### The metal 3 layer

Scale bar: 20 um.
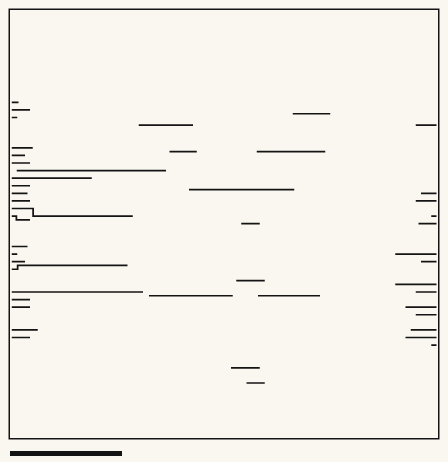
### Cell density map

The die is cut into 8 by 8 equal tiles; white is low, dark blue is high, 0 to 100% covered.
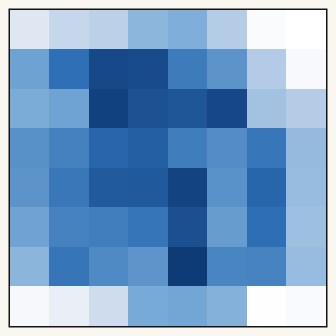
==> config.mk <==
export PLATFORM = sky130hd
export DESIGN_NAME = nibble_serial_adder
export DESIGN_NICKNAME = d
export VERILOG_FILES = /design/src/rtl/nibble_serial_adder_pkg.sv /design/src/rtl/FourBitAdder.sv /design/src/rtl/nibble_serial_adder.sv
export SDC_FILE = /design/constraint.sdc
export NUM_CORES = 1
export LEC_CHECK = 0
export CORE_MARGIN = 2
export CORE_UTILIZATION = 49
export DETAILED_ROUTE_END_ITERATION = 10
export PLACE_DENSITY = 0.85
export SYNTH_ARGS = -nofsm -noshare
export SYNTH_HDL_FRONTEND = slang
export SYNTH_SLANG_ARGS = --single-unit
==> constraint.sdc <==
create_clock -name clk -period 2.8 [get_ports clk]
set_input_delay 0.56 -clock clk [delete_from_list [all_inputs] [get_ports clk]]
set_output_delay 0.56 -clock clk [all_outputs]
set_load 0.01 [all_outputs]
==> impl_metrics.tcl <==
# implementation run metrics
set metrics [dict create \
    path_cells "buf_4 > mux4_2 > ha_1 > a21o_1 > a21oi_1 > xnor2_1 > a22o_2" \
    rows 26 \
    finalSetupViolCount 0 \
    holdBufCountCts 0 \
    grt_pass1_wl_um 8160 \
    slew_viol_final 0 \
    floorplan.nets 235 \
    pin_count 55 \
    ctsLongestPathBuffers 2 \
    antenna_found_initial 0 \
    hold_violations 0 \
    die.size.y_um 76.7 \
    period_used_share 0.893 \
    clkTransAtPathRegs_ns 0.10 \
    clock.fmax_mhz 400 \
    grt_setup_unrepaired "no" \
    cts_max_level 2 \
    crit_arrival_ns 2.71 \
    placed_cell_area_um2 3210 \
    ys_async_sr_fraction 1.00 \
    gp_congestion 0.776 \
    netlist-cell-type-count 35 \
    cts_resized 0 \
    dieWidth_um 76.7 \
    regToRegSetupSlack_ns 0.30 \
    top_layer "met4" \
    yosys_area_um2 2590 \
    cts_sinks 56 \
    final_antenna_net_count 0 \
    cts_tree "yes" \
    top_cell "dfrtp_1" \
    pre_cts_ws_ns 0.304 \
    layout_setup_ws_ns 0.301 \
    ys_cells 188 \
    route.met3.wl_um 295 \
    period_needed_ns 2.50 \
    nNetsFinal 293 \
    clock_power_share 0.121 \
    tightest_slew_ns 0.679 \
    total_power_mw 4.12 \
    synthesis.area_um2 2590 \
    cp.depth 7 \
    worstRegToRegCells 7 \
    pwr_density_cell_nw_per_um2 1250 \
    cpPeakStageDelay_ns 0.52 \
    grt-ovfl-total 0 \
    cp-start-kind "register" \
    slowest_stage "mux4_2" \
    wl_met1_um 2000 \
    root_buffer "clkbuf_8" \
    comb_power_share 0.530 \
    path_delay_family "AND-OR/OR-AND gates" \
    synth-seq-cells 56 \
    crit_buf_inv 1 \
    post_cts_buffers 0 \
    numCtsBuffers 5 \
    crit_fanout 11 \
    post_drt_wl_per_cell_um 15.6 \
    max-slew-margin-rel 0.547 \
    critPathRequiredTime_ns 3.01 \
    critPathKind "reg -> reg" \
    grtUsageMet2 0.305 \
    diodes 0 \
    fin_worst_skew_ns 0.0129 \
    ys_seq_share 0.541 \
    postSynthCellCount 188 \
    yosys.area.top_type "dfrtp_1" \
    edf_count 0 \
    switchingPower_mw 1.59 \
    area_delta_synth_final_pct 27.5 \
    fin_setup_tns_ns 0 \
    vdd_drop_max_mv 0.578 \
    hold_class "in -> async" \
    ys.flop_type "dfrtp_1" \
    power.internal_mw 2.53 \
    ys_top_cells_by_count "56 x dfrtp_1, 32 x mux2_2, 14 x nand2_1" \
    pwr-share-seq 0.349 \
    dp_hpwl_um 3700 \
    die_area_um2 5890 \
    vias_per_cell 5.33 \
    grt_max_degree 57 \
    outcome "completed" \
    whs_ns 0.368 \
    portBuffers 54 \
    grt_pass1_vias 1716 \
    clock.latency.late_pin_ns 0.31 \
    power_switching_share 0.386 \
    synth_top_area_share 0.541 \
    remaining_drc_errors 0 \
    syn_area_per_cell_um2 13.8 \
    dr.pass1.iters 4 \
    busiest_layer "met2" \
    final_cell_area_um2 3310 \
    synth_warnings 0 \
    openroad.warnings 31 \
    wl_met2_um 2510 \
    post_route_cells_drive_above_1_share 0.249 \
    grtUsageMet1 0.211 \
    p_leak_nw 1.41 \
    track_usage 0.175 \
    end_kind "register" \
    drtIter0Drc 96 \
    maxCapViolations 0 \
    synthTopCellsByArea "dfrtp_1 54%, mux2_2 14%, mux4_2 6.9%, ha_1 4.3%, nand2_1 2.0%" \
]
Back to the opening pictures, 'The metal 3 layer':
longest straight run: 26.4 um
wire length on this layer: 295 um
via count: 1678
final WL: 4900 um
M3 GR Usage: 0.0506

Back to the opening pictures, 'Cell density map':
tiles over 75% full: 23%
nearly empty tiles: 3.1%
fullest tile: 96%
Core Density at Floorplan: 0.508
final core utilization: 0.647
core region area: 5110 um2

==> final cells by class <==
| cell class | count | area (um2) |
|---|---|---|
| Timing Repair Buffer | 59 | 573 |
| Fill cell | 406 | 1800 |
| Inverter | 8 | 30.0 |
| Clock buffer | 5 | 68.8 |
| Multi-Input combinational cell | 116 | 1110 |
| Tap cell | 70 | 87.6 |
| Sequential cell | 56 | 1400 |
| Clock inverter | 1 | 30.0 |
==> power groups by stage <==
stage / logic (mW) / clock network, mW / registers (mW)
floorplan: 1.53 / 0 / 1.39
global placement: 2.08 / 0 / 1.45
detailed placement: 2.20 / 0 / 1.46
CTS: 2.21 / 0.509 / 1.44
global route: 2.37 / 0.545 / 1.49
finish: 2.19 / 0.500 / 1.44
==> cell families (layout without fill, tap and decap cells) <==
group                      Yosys count  after routing  synth area share
adders and majority gates           11             11            0.0589
muxes                               40             40             0.208
DFF                                 56             56             0.541
and+or+nand+nor                     31             31            0.0656
AOI/OAI and AO/OA                   32             32            0.0878
xor gates and xnor gates             2              2           0.00676
buffers and inverters               16             73            0.0318
==> cells in the final DEF, fill, tap and decap left out, types with 2 or more instances in the layout <==
cell type / n
a21o_1: 2
a21oi_1: 8
a22o_1: 6
a22o_2: 2
buf_4: 5
clkbuf_8: 5
clkdlybuf4s50_1: 53
dfrtp_1: 56
fa_1: 2
ha_1: 9
inv_1: 8
mux2_2: 32
mux4_2: 8
nand2_1: 14
nand3_1: 2
nor2_1: 5
o21ai_0: 3
o21ai_2: 2
o31ai_1: 6
==> metrics by stage <==
step,utilization,instances
after floorplan,-,188
after global placement,0.628,309
after detailed placement,0.628,309
after CTS,0.647,315
after global routing,0.647,315
final,0.647,315
No activity file was given, so power comes from the tool's default toggle rates.
